## src/rtl/or1k_exception_vector_arbiter.sv

```systemverilog
// Two-master round-robin Wishbone arbiter in front of the read-only exception-vector memory.
// Optional idle-owner preemption is compiled in with OR1K_EXCEPTION_VECTOR_ARBITER_TIMEOUT_EN.
module or1k_exception_vector_arbiter #(
  parameter int unsigned TIMEOUT_CYCLES = 16
) (
  input  logic        clk_i,
  input  logic        rst_i,
  input  logic [12:0] m0_adr_i,
  input  logic        m0_cyc_i,
  input  logic        m0_stb_i,
  output logic [31:0] m0_dat_o,
  output logic        m0_ack_o,
  input  logic [12:0] m1_adr_i,
  input  logic        m1_cyc_i,
  input  logic        m1_stb_i,
  output logic [31:0] m1_dat_o,
  output logic        m1_ack_o,
  output logic [12:0] s_adr_o,
  output logic        s_cyc_o,
  output logic        s_stb_o,
  input  logic [31:0] s_dat_i,
  input  logic        s_ack_i,
  output logic [1:0]  grant_o
);

  typedef enum logic [1:0] {
    IDLE = 2'd0,
    OWN0 = 2'd1,
    OWN1 = 2'd2
  } state_t;

  state_t state_q, state_d;
  logic   ptr_q, ptr_d;     // 0: master 0 preferred, 1: master 1 preferred
  logic   timeout_hit;

  if (TIMEOUT_CYCLES < 2 || TIMEOUT_CYCLES > 255) begin : g_bad_timeout
    $error("TIMEOUT_CYCLES must lie in 2..255");
  end

`ifdef OR1K_EXCEPTION_VECTOR_ARBITER_TIMEOUT_EN
  logic [7:0] cnt_q, cnt_d;
  logic       owner_idle;

  // Owner holds the bus without strobing while the other master waits.
  always_comb begin
    owner_idle = ((state_q == OWN0) && m0_cyc_i && !m0_stb_i && m1_cyc_i) ||
                 ((state_q == OWN1) && m1_cyc_i && !m1_stb_i && m0_cyc_i);
    timeout_hit = owner_idle && (cnt_q == 8'(TIMEOUT_CYCLES - 1));
    cnt_d = (owner_idle && !timeout_hit) ? cnt_q + 8'd1 : 8'd0;
  end

  always_ff @(posedge clk_i) begin
    if (rst_i) begin
      cnt_q <= 8'd0;
    end else begin
      cnt_q <= cnt_d;
    end
  end
`else
  assign timeout_hit = 1'b0;
`endif

  always_ff @(posedge clk_i) begin
    if (rst_i) begin
      state_q <= IDLE;
      ptr_q   <= 1'b0;
    end else begin
      state_q <= state_d;
      ptr_q   <= ptr_d;
    end
  end

  always_comb begin
    state_d = state_q;
    ptr_d   = ptr_q;
    case (state_q)
      IDLE: begin
        if (m0_cyc_i && m1_cyc_i) state_d = ptr_q ? OWN1 : OWN0;
        else if (m0_cyc_i)        state_d = OWN0;
        else if (m1_cyc_i)        state_d = OWN1;
      end
      OWN0: begin
        // Hand straight over when the other master is already waiting.
        if (!m0_cyc_i) begin
          state_d = m1_cyc_i ? OWN1 : IDLE;
          ptr_d   = 1'b1;
        end else if (timeout_hit) begin
          state_d = OWN1;
          ptr_d   = 1'b1;
        end
      end
      OWN1: begin
        if (!m1_cyc_i) begin
          state_d = m0_cyc_i ? OWN0 : IDLE;
          ptr_d   = 1'b0;
        end else if (timeout_hit) begin
          state_d = OWN0;
          ptr_d   = 1'b0;
        end
      end
      default: state_d = IDLE;
    endcase
  end

  always_comb begin
    s_adr_o  = 13'd0;
    s_cyc_o  = 1'b0;
    s_stb_o  = 1'b0;
    m0_ack_o = 1'b0;
    m1_ack_o = 1'b0;
    grant_o  = 2'b00;
    case (state_q)
      OWN0: begin
        s_adr_o  = m0_adr_i;
        s_cyc_o  = m0_cyc_i;
        s_stb_o  = m0_stb_i;
        m0_ack_o = s_ack_i;
        grant_o  = 2'b01;
      end
      OWN1: begin
        s_adr_o  = m1_adr_i;
        s_cyc_o  = m1_cyc_i;
        s_stb_o  = m1_stb_i;
        m1_ack_o = s_ack_i;
        grant_o  = 2'b10;
      end
      default: ;
    endcase
  end

  assign m0_dat_o = s_dat_i;
  assign m1_dat_o = s_dat_i;

endmodule

```

## config.mk

```make
export PLATFORM = sky130hd
export DESIGN_NAME = or1k_exception_vector_arbiter
export DESIGN_NICKNAME = d
export VERILOG_FILES = /design/src/rtl/or1k_exception_vector_arbiter.sv
export SDC_FILE = /design/constraint.sdc
export NUM_CORES = 1
export LEC_CHECK = 0
export ABC_AREA = 1
export CAP_MARGIN = 15
export CORE_UTILIZATION = 26
export DETAILED_ROUTE_END_ITERATION = 12
export PLACE_DENSITY = 0.95
export SETUP_SLACK_MARGIN = 0.05
export SYNTH_ARGS = -nofsm -noshare
export SYNTH_HDL_FRONTEND = slang
export SYNTH_SLANG_ARGS = --single-unit
```

## constraint.sdc

```tcl
create_clock -name clk_i -period 2.8 [get_ports clk_i]
set_clock_uncertainty 0.1 [all_clocks]
set_input_delay 0.56 -clock clk_i [delete_from_list [all_inputs] [get_ports clk_i]]
set_output_delay 0.56 -clock clk_i [all_outputs]
set_load 0.01 [all_outputs]
```

Fig. 1: cell area per tile
6 x 6 tiles, from white (low) to dark blue (high), 0 to 100% covered.
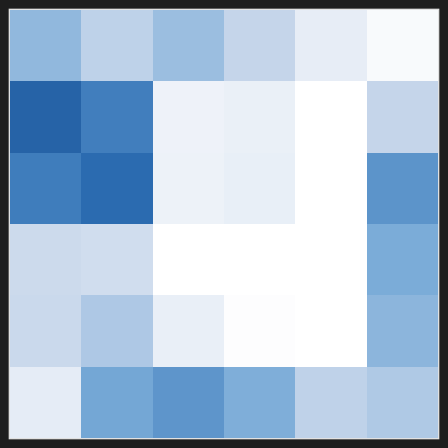
emptiest ninth of the die	middle
nearly empty tiles	19%
fullest tile	79%
tiles over 75% full	5.6%
mean over tiles	28%
densest ninth of the die	top left
Finished Core Util: 0.325
fp_density: 0.271
CORE AREA: 3690 um2

==> results.py <==
# Metrics from the implementation run
metrics = {
    "clock_network": {
        "cts_root_buffer": "clkbuf_8",
        "cts_tree": "done",
        "numCtsBuffers": 3,
        "clkLatencyLatePin_ns": 0.22,
        "postCtsSetupRepairBufs": 2,
        "htreeDepth": 1,
        "holdBufCountCts": 0,
        "clk_pin_slew_ns": 0.03,
        "clock_path_buffers": 2,
        "ctsResizeCount": 1,
        "cts_num_sinks": 3,
    },
    "critical_path": {
        "cp_max_fo": 7,
        "worstSetupEndpointType": "primary output",
        "worst_setup_path_start_kind": "flip-flop",
        "slowest_stage": "clkdlybuf4s50_1",
        "r2r-end": "state_q[1]$_SDFFE_PP0P_",
        "r2r-start": "state_q[0]$_SDFFE_PP0P_",
        "r2r_slack_ns": 1.40,
        "cpPeakStageDelay_ns": 0.55,
        "critPathKind": "reg -> out",
        "r2r_cells": 7,
        "cp_data_required_time_ns": 2.14,
        "crit_arrival_ns": 1.95,
    },
    "route": {
        "m1WireLength_um": 892,
        "top_layer": "met4",
        "drt_first_pass_iters": 4,
        "wl_met2_um": 1110,
        "routedWlPerCell_um": 11.7,
        "met3_length_um": 232,
        "totalWireLength_um": 2340,
        "ant_nets": 0,
        "via_per_inst": 4.10,
        "drc": 0,
        "first_iter_violations": 18,
        "vias": 819,
    },
    "floorplanning": {
        "placementRows": 22,
        "die_area_um2": 4100,
        "die_w_um": 64.0,
        "num_io_pins": 148,
        "die.size.y_um": 64.0,
        "tap_cells": 48,
    },
    "synthesis": {
        "flop_cell": "dfxtp_1",
        "netlist_area_um2": 1000,
        "yosysTopAreaCell": "buf_4",
        "synth-edff-count": 0,
        "top_cell_area_share": 0.480,
        "ys_cells": 159,
        "yosysWarnings": 0,
        "syn-num-nets": 230,
        "ys_types": 14,
        "top_cells_by_count": "buf_4 (64), nand2_1 (43), a21oi_1 (16), inv_1 (7), ha_1 (6)",
        "synth_dominant_cell_count": "buf_4",
        "simple_gate_area_frac": 0.214,
        "ys_seq_frac": 0.0600,
        "async_reset_ff_frac": 0,
        "ys_sh_xor": 0,
        "aoi_share": 0.106,
        "synth.logic.top_family": "buffers and inverters",
        "syn_inst": 159,
        "numSynthFlops": 3,
        "avgSynthCellArea_um2": 6.30,
        "ys_area_um2": 1000,
        "topCellsByArea": "buf_4 (48%), nand2_1 (16%), a21oi_1 (8.0%)",
        "synth-adder-area-share": 0.0750,
    },
    "pwr": {
        "intPower_uw": 406,
        "clkPwrFrac": 0.185,
        "switchingPower_uw": 279,
        "comb_cell_power_uw": 485,
        "p_per_area_nw_per_um2": 572,
        "leakagePower_nw": 0.512,
        "pg_clk_uw": 127,
        "seqPwrFrac": 0.107,
        "pwr.group.sequential_uw": 73.6,
        "power_uw": 685,
        "ir_worst_vdd_uv": 333,
        "top_power_group": "combinational cells",
        "swShare": 0.408,
    },
    "cells_and_area": {
        "diodes": 0,
        "buf_share": 0.497,
        "logic_gate_count": 78,
        "top_register": "state_q",
        "fin_cells": 200,
        "fin_area_um2": 1200,
        "comb_area_frac": 0.332,
        "syn_to_final_growth_pct": 19.8,
        "final_cell_mix": "clkdlybuf4s50_1 (48), nand2_1 (43), a21oi_1 (16)",
        "final-clk-cell-share": 0.0376,
        "seq_area_frac": 0.0522,
        "seq_cell_count": 3,
        "clockBufferCount": 4,
        "register_area_um2": 62.6,
        "layout.area.comb_um2": 398,
        "largest_reg_flops": 2,
        "final_nets": 224,
        "num-nonclk-buffers": 58,
        "drive_gt1_frac": 0.145,
        "lay_top_count": "clkdlybuf4s50_1",
        "inverters": 9,
        "largest_class": "buffers",
        "fillers": 406,
    },
    "grt": {
        "grt_pass1_vias": 773,
        "grt_max_degree": 14,
        "grt_pass1_wl_um": 3530,
        "grt_overflow_total": 0,
        "antenna_found_initial": 0,
        "grt_use_total": 0.112,
    },
    "placement": {
        "postPlaceCellArea_um2": 1110,
        "preCtsSetupSlack_ns": 0.234,
        "dp.cells": 194,
        "portBuffers": 51,
        "dp_hpwl_um": 1830,
    },
    "timing": {
        "max_freq_mhz": 383,
        "slew_violations": 0,
        "min_period_over_period": 0.932,
        "whs_ns": 0.361,
        "rsz0062_at_grt": "no",
        "tns_ns": 0,
        "finalCriticalPeriod_ns": 2.61,
        "worstMarginPinSlew_ns": 0.182,
        "setup_viol": 0,
        "fin_ws_ns": 0.190,
        "hold_viol": 0,
        "relSlewSlack": 0.879,
    },
    "run_status": {
        "status": "finished, final reports clean",
    },
    "job": {
        "warnings": 31,
        "max-cap-violations": 0,
    },
    "min_path": {
        "whs_endpoint": "ptr_q$_SDFFE_PP0P_",
        "hold_path.class": "reg -> reg",
        "min_from": "ptr_q$_SDFFE_PP0P_",
    },
}
Fig. 2: congestion heat map
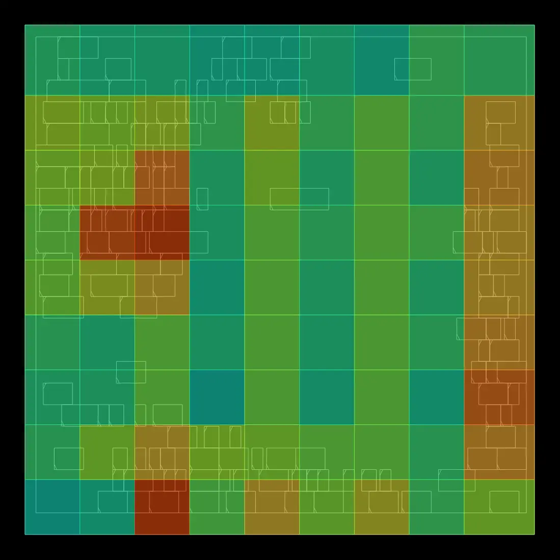
global route hottest layer: met2
met1 GRT Util: 0.110
met3 Usage GRT: 0.0339
met2 Resource Use GR: 0.195

==> how the worst max path moves through the flow <==
| stage | from | end | depth (start not counted) |
|---|---|---|---|
| CTS | state_q[0]$_SDFFE_PP0P_ | s_adr_o[8] | 6 |
| global route | state_q[0]$_SDFFE_PP0P_ | s_adr_o[9] | 6 |
| global placement | m0_cyc_i | s_cyc_o | 6 |
| finish | state_q[0]$_SDFFE_PP0P_ | s_adr_o[2] | 6 |
| floorplan | state_q[0]$_SDFFE_PP0P_ | s_adr_o[10] | 6 |
| detailed placement | m0_cyc_i | s_cyc_o | 6 |
==> critical path, delay by kind of cell (launching register included) <==
family / cells / cell delay (ns)
buffers and inverters: 4 / 0.92
DFF: 1 / 0.37
AOI/OAI and AO/OA: 1 / 0.12
adders and majority gates: 1 / 0.32
Power is estimated from default activity; no workload was simulated.
